$ cat src/rtl/fft_pkg.sv
// Shared constants, types and helpers for the 16-point FFT/IFFT datapath.
package fft_pkg;

  localparam int N     = 16;
  localparam int LOG2N = 4;

  // Q1.14 twiddles for k = 0..7 of a 16-point transform; an IFFT uses +sin.
  localparam int TW_COS [8] = '{16384, 15137, 11585, 6270, 0, -6270, -11585, -15137};
  localparam int TW_SIN [8] = '{0, 6270, 11585, 15137, 16384, 15137, 11585, 6270};

  typedef enum logic [1:0] {
    LOAD    = 2'd0,
    COMPUTE = 2'd1,
    UNLOAD  = 2'd2
  } state_t;

  function automatic logic [3:0] bitrev4(input logic [3:0] v);
    return {v[0], v[1], v[2], v[3]};
  endfunction

endpackage

$ cat src/rtl/ifft_butterfly.sv
// Combinational radix-2 butterfly: a' = sat((a + W*b) >> 1), b' = sat((a - W*b) >> 1).
// Macro IFFT_16_ROUND_EN selects round-half-up on the >>1 (default: floor).
module ifft_butterfly #(
  parameter int DW = 16,
  parameter int TW = 16
) (
  input  logic signed [DW-1:0] a_re,
  input  logic signed [DW-1:0] a_im,
  input  logic signed [DW-1:0] b_re,
  input  logic signed [DW-1:0] b_im,
  input  logic signed [TW-1:0] w_re,
  input  logic signed [TW-1:0] w_im,
  output logic signed [DW-1:0] p_re,
  output logic signed [DW-1:0] p_im,
  output logic signed [DW-1:0] q_re,
  output logic signed [DW-1:0] q_im
);

  localparam int PW = DW + TW + 1;
  localparam int SW = DW + 2;
  localparam logic signed [SW-1:0] MAX_V = SW'((1 <<< (DW - 1)) - 1);
  localparam logic signed [SW-1:0] MIN_V = SW'(-(1 <<< (DW - 1)));
`ifdef IFFT_16_ROUND_EN
  localparam logic signed [SW-1:0] RND = SW'(1);
`else
  localparam logic signed [SW-1:0] RND = SW'(0);
`endif

  function automatic logic signed [DW-1:0] sat(input logic signed [SW-1:0] v);
    if (v > MAX_V) return MAX_V[DW-1:0];
    if (v < MIN_V) return MIN_V[DW-1:0];
    return v[DW-1:0];
  endfunction

  logic signed [PW-1:0] m_re, m_im;
  logic signed [SW-1:0] wb_re, wb_im;
  logic signed [SW-1:0] sp_re, sp_im, sq_re, sq_im;

  always_comb begin
    m_re  = PW'(w_re) * PW'(b_re) - PW'(w_im) * PW'(b_im);
    m_im  = PW'(w_re) * PW'(b_im) + PW'(w_im) * PW'(b_re);
    // |W*b| <= sqrt(2)*2^(DW-1), so the truncated product always fits SW bits.
    wb_re = SW'(m_re >>> (TW - 2));
    wb_im = SW'(m_im >>> (TW - 2));
    sp_re = (SW'(a_re) + wb_re + RND) >>> 1;
    sp_im = (SW'(a_im) + wb_im + RND) >>> 1;
    sq_re = (SW'(a_re) - wb_re + RND) >>> 1;
    sq_im = (SW'(a_im) - wb_im + RND) >>> 1;
    p_re  = sat(sp_re);
    p_im  = sat(sp_im);
    q_re  = sat(sq_re);
    q_im  = sat(sq_im);
  end

endmodule

$ cat src/rtl/ifft_16.sv
// 16-point radix-2 DIT inverse FFT, in-place with one time-shared butterfly.
// Macro IFFT_16_ROUND_EN (in ifft_butterfly) enables per-stage rounding.
module ifft_16
  import fft_pkg::*;
#(
  parameter int DW = 16,
  parameter int TW = 16
) (
  input  logic          clk,
  input  logic          reset,
  input  logic          in_valid,
  output logic          in_ready,
  input  logic [DW-1:0] x_real,
  input  logic [DW-1:0] x_imag,
  output logic          out_valid,
  input  logic          out_ready,
  output logic [DW-1:0] y_real,
  output logic [DW-1:0] y_imag,
  output logic          out_last,
  output logic          busy
);

  state_t     state, state_nxt;
  logic [3:0] cnt;
  logic [4:0] step;
  logic       armed;
  logic [1:0] stg;
  logic [2:0] bfy, low, tw_k;
  logic [3:0] addr_a, addr_b;
  logic       in_fire, out_fire;

  logic signed [DW-1:0] mem_re [N];
  logic signed [DW-1:0] mem_im [N];
  logic signed [DW-1:0] p_re, p_im, q_re, q_im;
  logic signed [TW-1:0] w_re, w_im;

  assign stg      = step[4:3];
  assign bfy      = step[2:0];
  assign in_fire  = in_valid & in_ready;
  assign out_fire = out_valid & out_ready;

  // NOTE: sequential state uses <= so every flop samples pre-edge values.
  always_ff @(posedge clk or negedge reset) begin
    if (!reset) state <= LOAD;
    else        state <= state_nxt;
  end

  // NOTE: every always_comb output gets a default first, so no latch is inferred.
  always_comb begin
    state_nxt = state;
    unique case (state)
      LOAD:    if (in_fire && cnt == 4'd15)   state_nxt = COMPUTE;
      COMPUTE: if (step == 5'd31)             state_nxt = UNLOAD;
      UNLOAD:  if (out_fire && cnt == 4'd15)  state_nxt = LOAD;
      default: state_nxt = LOAD;
    endcase
  end

  always_comb begin
    in_ready  = armed && (state == LOAD);
    out_valid = (state == UNLOAD);
    out_last  = out_valid && (cnt == 4'd15);
    busy      = (state != LOAD);
    y_real    = out_valid ? mem_re[cnt] : '0;
    y_imag    = out_valid ? mem_im[cnt] : '0;
  end

  // cnt doubles as load index and unload index; both wrap to 0 on the 16th beat.
  always_ff @(posedge clk or negedge reset) begin
    if (!reset) begin
      armed <= 1'b0;
      cnt   <= '0;
      step  <= '0;
    end else begin
      armed <= 1'b1;
      if (in_fire || out_fire)  cnt  <= cnt + 4'd1;
      if (state == COMPUTE)     step <= step + 5'd1;
    end
  end

  // Butterfly addressing: a = (j/span)*2*span + j%span, b = a + span.
  always_comb begin
    low    = bfy & ((3'd1 << stg) - 3'd1);
    addr_a = 4'((4'(bfy) >> stg) << (3'(stg) + 3'd1)) | 4'(low);
    addr_b = addr_a | (4'd1 << stg);
    tw_k   = 3'(low << (3'd3 - 3'(stg)));
    w_re   = TW'(TW_COS[tw_k]);
    w_im   = TW'(TW_SIN[tw_k]);
  end

  ifft_butterfly #(.DW(DW), .TW(TW)) u_bfly (
    .a_re (mem_re[addr_a]),
    .a_im (mem_im[addr_a]),
    .b_re (mem_re[addr_b]),
    .b_im (mem_im[addr_b]),
    .w_re (w_re),
    .w_im (w_im),
    .p_re (p_re),
    .p_im (p_im),
    .q_re (q_re),
    .q_im (q_im)
  );

  // NOTE: the sample memory has no reset; every frame fully rewrites it before use.
  always_ff @(posedge clk) begin
    if (in_fire) begin
      mem_re[bitrev4(cnt)] <= x_real;
      mem_im[bitrev4(cnt)] <= x_imag;
    end else if (state == COMPUTE) begin
      mem_re[addr_a] <= p_re;
      mem_im[addr_a] <= p_im;
      mem_re[addr_b] <= q_re;
      mem_im[addr_b] <= q_im;
    end
  end

endmodule

$ cat config.mk
export PLATFORM = sky130hd
export DESIGN_NAME = ifft_16
export DESIGN_NICKNAME = d
export VERILOG_FILES = /design/src/rtl/fft_pkg.sv /design/src/rtl/ifft_butterfly.sv /design/src/rtl/ifft_16.sv
export SDC_FILE = /design/constraint.sdc
export NUM_CORES = 2
export LEC_CHECK = 0
export CAP_MARGIN = 20
export CORE_ASPECT_RATIO = 1.1
export CORE_UTILIZATION = 60
export CTS_CLUSTER_DIAMETER = 80
export DETAILED_ROUTE_END_ITERATION = 7
export HOLD_SLACK_MARGIN = 0.05
export PLACE_DENSITY = 0.82
export SLEW_MARGIN = 20
export SYNTH_ARGS = -nofsm -noshare
export SYNTH_HDL_FRONTEND = slang
export SYNTH_SLANG_ARGS = --single-unit
$ cat constraint.sdc
create_clock -name clk -period 16.52 [get_ports clk]
set_clock_uncertainty 0.1 [all_clocks]
set_input_delay 1.652 -clock clk [delete_from_list [all_inputs] [get_ports clk]]
set_output_delay 1.652 -clock clk [all_outputs]
set_load 0.05 [all_outputs]
**Signal wires on met1**

Supply wires on this layer in gray.
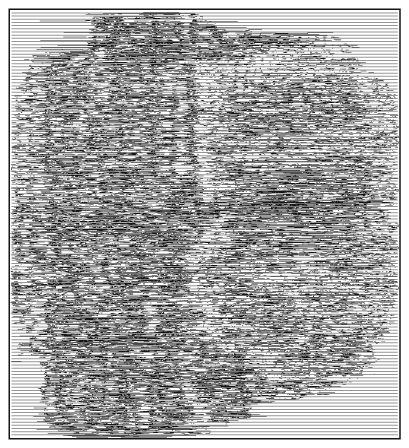
8626 nets have wire on it. The layer holds 32% of the routed length. The layer carries 85.5 mm of wire.
met1 global-route usage: 0.527
drt total wl: 271000 µm

**The metal 2 layer**

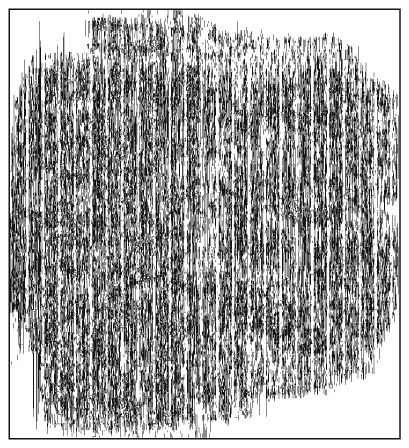
The layer holds 43% of the routed length. The wires run mostly vertical. The layer carries 116 mm of wire. 7806 nets have wire on it.
met2 Resource Use GR: 0.659
via count: 62838

==> impl_metrics.ini <==
; synthesis and place-and-route metrics
[pwr]
p_total_uw = 6330
p_int_uw = 3380
powerDensity_nw_per_um2 = 81.4
p_sw_uw = 2950
clockPowerShare = 0.197
power_leader = combinational logic
swShare = 0.466
power_frac_seq = 0.244
power_leakage_uw = 0.0359
pg_comb_uw = 3540
combPwrFrac = 0.559

[critical_path]
reg2reg_depth = 52
crit_top_cell = fa_1
startpoint = step[4]
slowest_delay_ps = 910
worst-path-buf-inv = 9
cp-endpoint = mem_im[3][3]
worstPathRequired_ps = 16740
crit_path_end_kind = flip-flop
path_class = reg -> reg
cp_top_family = adder cells

[worst_hold_path]
holdPathEnd = state[0]
hp-class = reg -> reg

[clock_network]
post_cts_buffers = 0
clk_path_buf_depth = 3
cts_root_buf = clkbuf_16
hold_buffers = 0
numCtsBuffers = 49
postCtsResizedCells = 0
insertion_delay_ps = 620
path_clk_slew_ps = 70
cts_htree_levels = 2

[cells_and_area]
area_delta_synth_final_pct = 7.06
clock_buffers = 60
largest_class = combinational gates
reg_top3 = mem_im: 256 flops, mem_re: 256 flops, step: 5 flops
fillers = 9465
seq-cell-share = 0.202
comb_area_frac = 0.650
buffer_area_frac = 0.0371
mostFrequentLayoutCells = inv_1 (1331), fa_1 (934), nor2_1 (805)
final_layout_top_logic_cell = inv_1
layout.nets = 9096
final_layout_size_suffix_gt1_frac = 0.0949
final-comb-area_um2 = 50600
nNonClkBuffers = 346
seq_cell_count = 524
final_cell_area_um2 = 77800
inv_count = 1336
final_cells = 9225
flop_area_um2 = 15700

[sta]
period_used_share = 0.976
setup_violations = 0
hold_viol = 0
whs_ps = 580
slew_headroom = 0.116

[logic_synthesis]
ys_chip_area_um2 = 72700
edf_count = 512
syn_area_um2 = 72700
synth_cell_types = 104
yosysTopAreaCell = fa_1
simple_gate_share = 0.142
syn_inst = 7736
syn_area_per_cell_um2 = 9.39
logic_family = adder cells
synth_flop_count = 524
synth_seq_share = 0.216
synthArstFlopShare = 0.0229
ys_top_cells_by_count = inv_1 (1331), fa_1 (934), nor2_1 (816)

[job]
maxCapViolCount = 0

[detailed_routing]
wl_met3_um = 41000
route.detailed.drc = 36
first_iter_violations = 9984

[placement]
port_buffers = 71
dpl.hpwl_um = 195000
place_ws_ps = 394
dpl.cell_count = 9126
placedInstanceArea_um2 = 76000

[outcome]
violations = design-rule violations
outcome = complete, but fails checks

[grt]
grt_use_total = 0.441
grt-ovfl-total = 0
grt_pass1_wl_um = 398000
grt_max_degree = 193
antenna_found_initial = 8

[floorplanning]
ios = 72
coreArea_um2 = 120000
**Signal wires on met3**

Scale bar: 100 µm. Cells faint in the background.
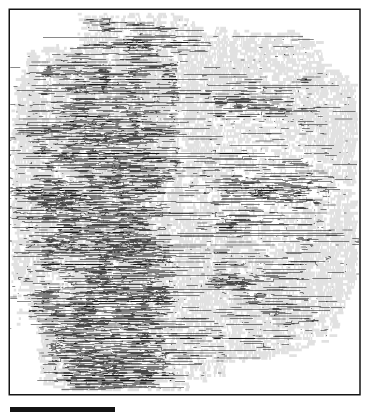
1110 nets have wire on it. The layer holds 15% of the routed length. The layer carries 41.0 mm of wire. The longest straight run is 197 µm.
grt met3 use: 0.139

**M4 wires**

Supply wires on this layer in gray. Cells faint in the background.
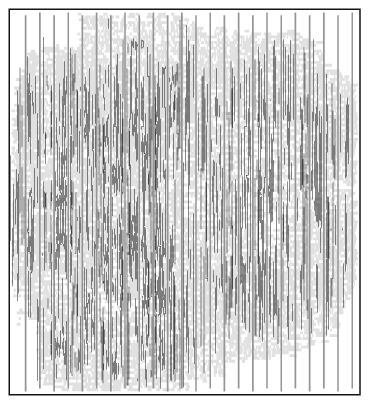
The longest straight run is 215 µm. The layer carries 28.2 mm of wire. The wires run mostly vertical. The layer holds 10% of the routed length.

